[config.mk]
export PLATFORM = sky130hd
export DESIGN_NAME = dm_arbiter_flat
export DESIGN_NICKNAME = d
export VERILOG_FILES = /design/src/rtl/dm_arbiter_if.sv /design/src/rtl/dm_arbiter.sv /design/src/flat_wrapper.sv
export SDC_FILE = /design/constraint.sdc
export NUM_CORES = 1
export LEC_CHECK = 0
export ABC_AREA = 1
export CORE_MARGIN = 2
export CORE_UTILIZATION = 45
export CTS_BUF_LIST = sky130_fd_sc_hd__clkbuf_8
export DETAILED_ROUTE_END_ITERATION = 10
export HOLD_SLACK_MARGIN = 0.03
export PLACE_DENSITY = 0.95
export SLEW_MARGIN = 10
export SYNTH_ARGS = -nofsm -noshare
export SYNTH_HDL_FRONTEND = slang
export SYNTH_SLANG_ARGS = --single-unit
[constraint.sdc]
create_clock -name clk -period 4.5 [get_ports clk]
set_input_delay 0.9 -clock clk [delete_from_list [all_inputs] [get_ports clk]]
set_output_delay 0.9 -clock clk [all_outputs]
set_load 0.05 [all_outputs]
[src/rtl/dm_arbiter_if.sv]
// dm_arbiter_if: requester handshakes (ports 0 and 1) plus the single memory
// port. The slave modport is the arbiter. The master modport is its environment:
// the requesters and the memory, which drives mem_rdata.
interface dm_arbiter_if #(
  parameter int DW = 32
);
  // Requester port 0 (CPU load/store stage)
  logic          req0;
  logic          we0;
  logic [31:0]   addr0;
  logic [DW-1:0] wdata0;
  logic          ack0;
  logic          err0;
  logic [DW-1:0] rdata0;

  // Requester port 1 (debug / program loader)
  logic          req1;
  logic          we1;
  logic [31:0]   addr1;
  logic [DW-1:0] wdata1;
  logic          ack1;
  logic          err1;
  logic [DW-1:0] rdata1;

  // Status and memory port
  logic          busy;
  logic [31:0]   mem_addr;
  logic [DW-1:0] mem_wdata;
  logic          mem_wr;
  logic [DW-1:0] mem_rdata;

  modport slave (
    input  req0, we0, addr0, wdata0,
    input  req1, we1, addr1, wdata1,
    input  mem_rdata,
    output ack0, err0, rdata0,
    output ack1, err1, rdata1,
    output busy, mem_addr, mem_wdata, mem_wr
  );

  modport master (
    output req0, we0, addr0, wdata0,
    output req1, we1, addr1, wdata1,
    output mem_rdata,
    input  ack0, err0, rdata0,
    input  ack1, err1, rdata1,
    input  busy, mem_addr, mem_wdata, mem_wr
  );
endinterface

[src/rtl/dm_arbiter.sv]
// dm_arbiter: two-port arbiter and access sequencer for the byte-addressed,
// big-endian word data memory. Port 0 is the CPU load/store stage and port 1
// is the debug/program loader. One word access is in flight at a time:
// IDLE -> ACCESS -> DONE for a valid access, IDLE -> DONE for a rejected one.
// Optional feature macro: DM_ARB_RR_EN selects round-robin arbitration.
// When it is undefined, port 0 has fixed priority and no last-grant register exists.
module dm_arbiter #(
  parameter int AW = 10,
  parameter int DW = 32
) (
  input  logic        clk,
  input  logic        rst_n,
  dm_arbiter_if.slave bus
);

  // Accesses at or above this byte address would run past the end of memory.
  localparam logic [31:0] ADDR_LIMIT = (32'd1 << AW) - 32'd3;

  typedef enum logic [1:0] {
    IDLE,
    ACCESS,
    DONE
  } state_t;

  state_t        state_q;
  state_t        state_d;

  // Winner selection for the current IDLE cycle
  logic          any_req;
  logic          win;
  logic          win_we;
  logic [31:0]   win_addr;
  logic [DW-1:0] win_wdata;
  logic          win_reject;
  logic          take;

  // Latched transaction
  logic          gnt_q;
  logic          we_q;
  logic          err_q;

  // Memory-side and read-data holding registers
  logic [31:0]   mem_addr_q;
  logic [DW-1:0] mem_wdata_q;
  logic [DW-1:0] rdata0_q;
  logic [DW-1:0] rdata1_q;

  assign any_req = bus.req0 | bus.req1;

`ifdef DM_ARB_RR_EN
  logic last_q;

  // Round-robin pick: on a tie, grant the port that was not granted last.
  always_comb begin
    win = bus.req1;
    if (bus.req0 && bus.req1) begin
      win = ~last_q;
    end
  end

  // Last-grant follows every grant, including rejected accesses.
  always_ff @(posedge clk or negedge rst_n) begin
    if (!rst_n) begin
      last_q <= 1'b1;
    end else if (take) begin
      last_q <= win;
    end
  end
`else
  // Fixed priority: port 0 wins whenever it is requesting.
  always_comb begin
    win = ~bus.req0;
  end
`endif

  // Route the winner's command and classify it as accepted or rejected.
  always_comb begin
    win_we    = bus.we0;
    win_addr  = bus.addr0;
    win_wdata = bus.wdata0;
    if (win) begin
      win_we    = bus.we1;
      win_addr  = bus.addr1;
      win_wdata = bus.wdata1;
    end
    win_reject = (win_addr[1:0] != 2'b00) || (win_addr >= ADDR_LIMIT);
  end

  // State register.
  always_ff @(posedge clk or negedge rst_n) begin
    if (!rst_n) begin
      state_q <= IDLE;
    end else begin
      state_q <= state_d;
    end
  end

  // Next-state logic and the state-decoded handshake/strobe outputs.
  always_comb begin
    state_d    = state_q;
    take       = 1'b0;
    bus.ack0   = 1'b0;
    bus.ack1   = 1'b0;
    bus.err0   = 1'b0;
    bus.err1   = 1'b0;
    bus.mem_wr = 1'b0;
    bus.busy   = (state_q != IDLE);
    case (state_q)
      IDLE: begin
        if (any_req) begin
          take    = 1'b1;
          state_d = win_reject ? DONE : ACCESS;
        end
      end
      ACCESS: begin
        bus.mem_wr = we_q;
        state_d    = DONE;
      end
      DONE: begin
        // Requests are deliberately not looked at here; a held req is
        // picked up again in the following IDLE cycle.
        bus.ack0 = ~gnt_q;
        bus.ack1 = gnt_q;
        bus.err0 = ~gnt_q & err_q;
        bus.err1 = gnt_q & err_q;
        state_d  = IDLE;
      end
      default: begin
        state_d = IDLE;
      end
    endcase
  end

  // Latch the granted transaction. The memory address/data registers load
  // only for accepted accesses, so a rejection leaves the memory port untouched.
  always_ff @(posedge clk or negedge rst_n) begin
    if (!rst_n) begin
      gnt_q       <= 1'b0;
      we_q        <= 1'b0;
      err_q       <= 1'b0;
      mem_addr_q  <= '0;
      mem_wdata_q <= '0;
    end else if (take) begin
      gnt_q <= win;
      we_q  <= win_we;
      err_q <= win_reject;
      if (!win_reject) begin
        mem_addr_q  <= win_addr;
        mem_wdata_q <= win_wdata;
      end
    end
  end

  // Capture read data at the edge that ends ACCESS; the memory has
  // registered it on the preceding negedge.
  always_ff @(posedge clk or negedge rst_n) begin
    if (!rst_n) begin
      rdata0_q <= '0;
      rdata1_q <= '0;
    end else if ((state_q == ACCESS) && !we_q) begin
      if (gnt_q) begin
        rdata1_q <= bus.mem_rdata;
      end else begin
        rdata0_q <= bus.mem_rdata;
      end
    end
  end

  assign bus.mem_addr  = mem_addr_q;
  assign bus.mem_wdata = mem_wdata_q;
  assign bus.rdata0    = rdata0_q;
  assign bus.rdata1    = rdata1_q;

endmodule

[src/flat_wrapper.sv]
// flat-port wrapper written by rule: the top's interface ports become plain ports
module dm_arbiter_flat 
#(
  parameter int AW = 10,
  parameter int DW = 32
)
  (clk, rst_n, bus_req0, bus_we0, bus_addr0, bus_wdata0, bus_req1, bus_we1, bus_addr1, bus_wdata1, bus_mem_rdata, bus_ack0, bus_err0, bus_rdata0, bus_ack1, bus_err1, bus_rdata1, bus_busy, bus_mem_addr, bus_mem_wdata, bus_mem_wr);
  dm_arbiter_if #(.DW(DW)) bus_i ();
  input  logic clk;
  input  logic rst_n;
  input wire logic [$bits(bus_i.req0)-1:0] bus_req0;
  input wire logic [$bits(bus_i.we0)-1:0] bus_we0;
  input wire logic [$bits(bus_i.addr0)-1:0] bus_addr0;
  input wire logic [$bits(bus_i.wdata0)-1:0] bus_wdata0;
  input wire logic [$bits(bus_i.req1)-1:0] bus_req1;
  input wire logic [$bits(bus_i.we1)-1:0] bus_we1;
  input wire logic [$bits(bus_i.addr1)-1:0] bus_addr1;
  input wire logic [$bits(bus_i.wdata1)-1:0] bus_wdata1;
  input wire logic [$bits(bus_i.mem_rdata)-1:0] bus_mem_rdata;
  output wire logic [$bits(bus_i.ack0)-1:0] bus_ack0;
  output wire logic [$bits(bus_i.err0)-1:0] bus_err0;
  output wire logic [$bits(bus_i.rdata0)-1:0] bus_rdata0;
  output wire logic [$bits(bus_i.ack1)-1:0] bus_ack1;
  output wire logic [$bits(bus_i.err1)-1:0] bus_err1;
  output wire logic [$bits(bus_i.rdata1)-1:0] bus_rdata1;
  output wire logic [$bits(bus_i.busy)-1:0] bus_busy;
  output wire logic [$bits(bus_i.mem_addr)-1:0] bus_mem_addr;
  output wire logic [$bits(bus_i.mem_wdata)-1:0] bus_mem_wdata;
  output wire logic [$bits(bus_i.mem_wr)-1:0] bus_mem_wr;
  assign bus_i.req0 = bus_req0;
  assign bus_i.we0 = bus_we0;
  assign bus_i.addr0 = bus_addr0;
  assign bus_i.wdata0 = bus_wdata0;
  assign bus_i.req1 = bus_req1;
  assign bus_i.we1 = bus_we1;
  assign bus_i.addr1 = bus_addr1;
  assign bus_i.wdata1 = bus_wdata1;
  assign bus_i.mem_rdata = bus_mem_rdata;
  assign bus_ack0 = bus_i.ack0;
  assign bus_err0 = bus_i.err0;
  assign bus_rdata0 = bus_i.rdata0;
  assign bus_ack1 = bus_i.ack1;
  assign bus_err1 = bus_i.err1;
  assign bus_rdata1 = bus_i.rdata1;
  assign bus_busy = bus_i.busy;
  assign bus_mem_addr = bus_i.mem_addr;
  assign bus_mem_wdata = bus_i.mem_wdata;
  assign bus_mem_wr = bus_i.mem_wr;
  dm_arbiter #(.AW(AW), .DW(DW)) u_core (.clk(clk), .rst_n(rst_n), .bus(bus_i));
endmodule
Figure 1. PDN straps and rails.
Scale: 3 px per micron. Pins as bars on the die edge.
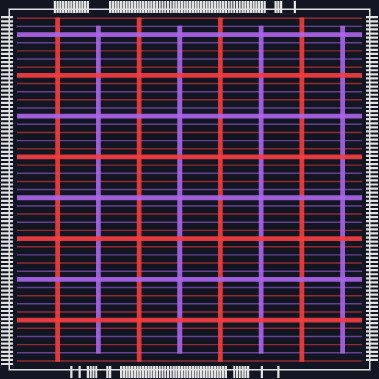
VSS -> red
VDD -> purple
rows = 42
met5 straps = 8
met4 straps = 8
met1 rails = 43
Max IR drop VDD: 135 uV
die width: 120 microns
die height: 120 microns

Figure 2. Signal wires on met2.
Scale: 3 px per micron.
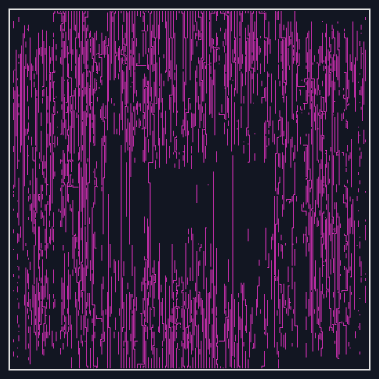
longest straight run = 74.3 microns
main direction = vertical
nets with wire on the layer = 987
share of all routed wire = 53%

Figure 3. Clock wiring as the flow saved it.
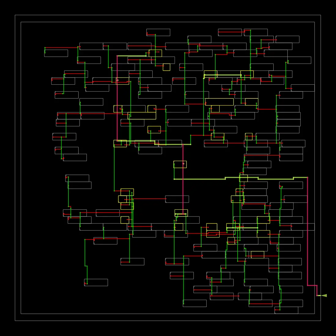
CTS sink cnt: 133
Skew-Pair Late Insertion Delay: 0.43 ns
registers: 133

==> flow_summary_export.csv <==
group,metric,value,unit
run_status,status,"finished, final reports clean",
floorplan,dieArea,14300,sq um
routing,dr.max_layer_used,"met4",
placed_design,numPortBuffers,299,
final_layout,nonClkBufAreaFrac,32.0,%
routing,dr_wl_met2,9980,microns
grt,grt_pass1_wl,29400,microns
power,power,2.55,mW
power,sw_frac_of_total,26.0,%
final_timing,rsz0062_at_grt,"no",
final_layout,area_growth,57.4,%
synth,yosysUniqueCellTypes,19,
final_timing,max_freq,327,MHz
synth,muxShareOfSynthArea,0,%
critical_path,critPathTopFamily,"buffers and inverters",
synth,synthCells,779,
critical_path,reg2reg_depth,3,
synth,ys_top_cells_by_count,"nand2_1, dfrtp_1, inv_1",
power,maxPowerGroup,"sequential cells",
final_timing,fin_worst_skew,0.0158,ns
critical_path,cp_max_fo,4,
synth,yosys.stat.seqShare,55.2,%
routing,wl_met3,1510,microns
synth,fp_nets,945,
synth,synth_warnings,0,
critical_path,startpoint,"u_core.state_q[1]$_DFFE_PN0P_",
critical_path,worst_path_most_repeated_cell,"nor2_1",
synth,synth_top_flop_cell,"dfrtp_1",
power,p_comb,0.327,mW
critical_path,crit_arrival,2.16,ns
placed_design,routabilityCongestion,0.837,
grt,use_met3,7.84,%
critical_path,r2r_setup_slack,2.17,ns
worst_hold_path,min_from,"u_core.bus.mem_wdata[14]$_DFFE_PN0P_",
clock_network,tritoncts,"yes",
clock_network,cts-root-buf,"clkbuf_8",
critical_path,endpoint_kind,"primary output",
final_timing,fin_crit,3.06,ns
power,p_per_area,269,nW/um^2
critical_path,cpMaxStageDelayCell,"clkdlybuf4s50_1",
final_layout,num_antenna_cells,0,
routing,vias,6059,
critical_path,worst-path-stages,4,
synth,edf_count,0,
grt,antenna_found_initial,0,
run,cap_violations,0,
synth,postSynthAreaPerCell,7.73,sq um
synth,ys_sh_aoi,5.75,%
floorplan,fp-utilization,45.9,%
grt,grt_busiest_layer,"met2",
final_timing,fin_crit_sh,67.9,%
routing,wl_met1,6870,microns
final_timing,worstMarginPinSlew,1.07,ns
floorplan,ios,300,
critical_path,critPathRequiredTime,3.60,ns
power,intPower,1.89,mW
placed_design,place_inst,1215,
final_layout,comb_share,22.5,%
floorplan,tapCellCount,176,
critical_path,critPathKind,"flop to primary output",
synth,synth_top_area_share,55.2,%
clock_network,clk_path_buf_depth,2,
final_layout,post-route-util,72.2,%
grt,gr-usage-met2,47.8,%
final_layout,dominant_cells,"registers",
critical_path,start_kind,"flop",
placed_design,dp_hpwl,13900,microns
grt,grt_max_degree,109,
clock_network,hold_buffers,0,
floorplan,core_area,13100,sq um
placed_design,place_ws,1.03,ns
grt,grt.total_usage,26.5,%
worst_hold_path,min_path_type,"flop to flop",
routing,vias_per_cell,4.86,
final_layout,fill_cells,946,
power,p_clk,1.02,mW
final_layout,n_all_inverters,93,
run,warnings,29,
final_layout,final-comb-area,2140,sq um
synth,largest_area_cell,"dfrtp_1",
final_layout,final_cell_mix,"nand2_1, clkdlybuf4s50_1, dfrtp_1",
grt,gr-total-overflow,0,
routing,wl_per_cell,15.1,microns
power,combPwrFrac,12.8,%
final_layout,final_area,9480,sq um
critical_path,slowest_delay,0.91,ns
final_layout,clockBufferCount,18,
power,powerSeq,1.20,mW
clock_network,cts.clk_slew.worst_paths,0.09,ns
critical_path,reg2reg_from,"u_core.state_q[1]$_DFFE_PN0P_",
routing,ant_nets,0,
worst_hold_path,whs_endpoint,"u_core.bus.mem_wdata[14]$_DFFE_PN0P_",
Power is estimated from default activity; no workload was simulated.
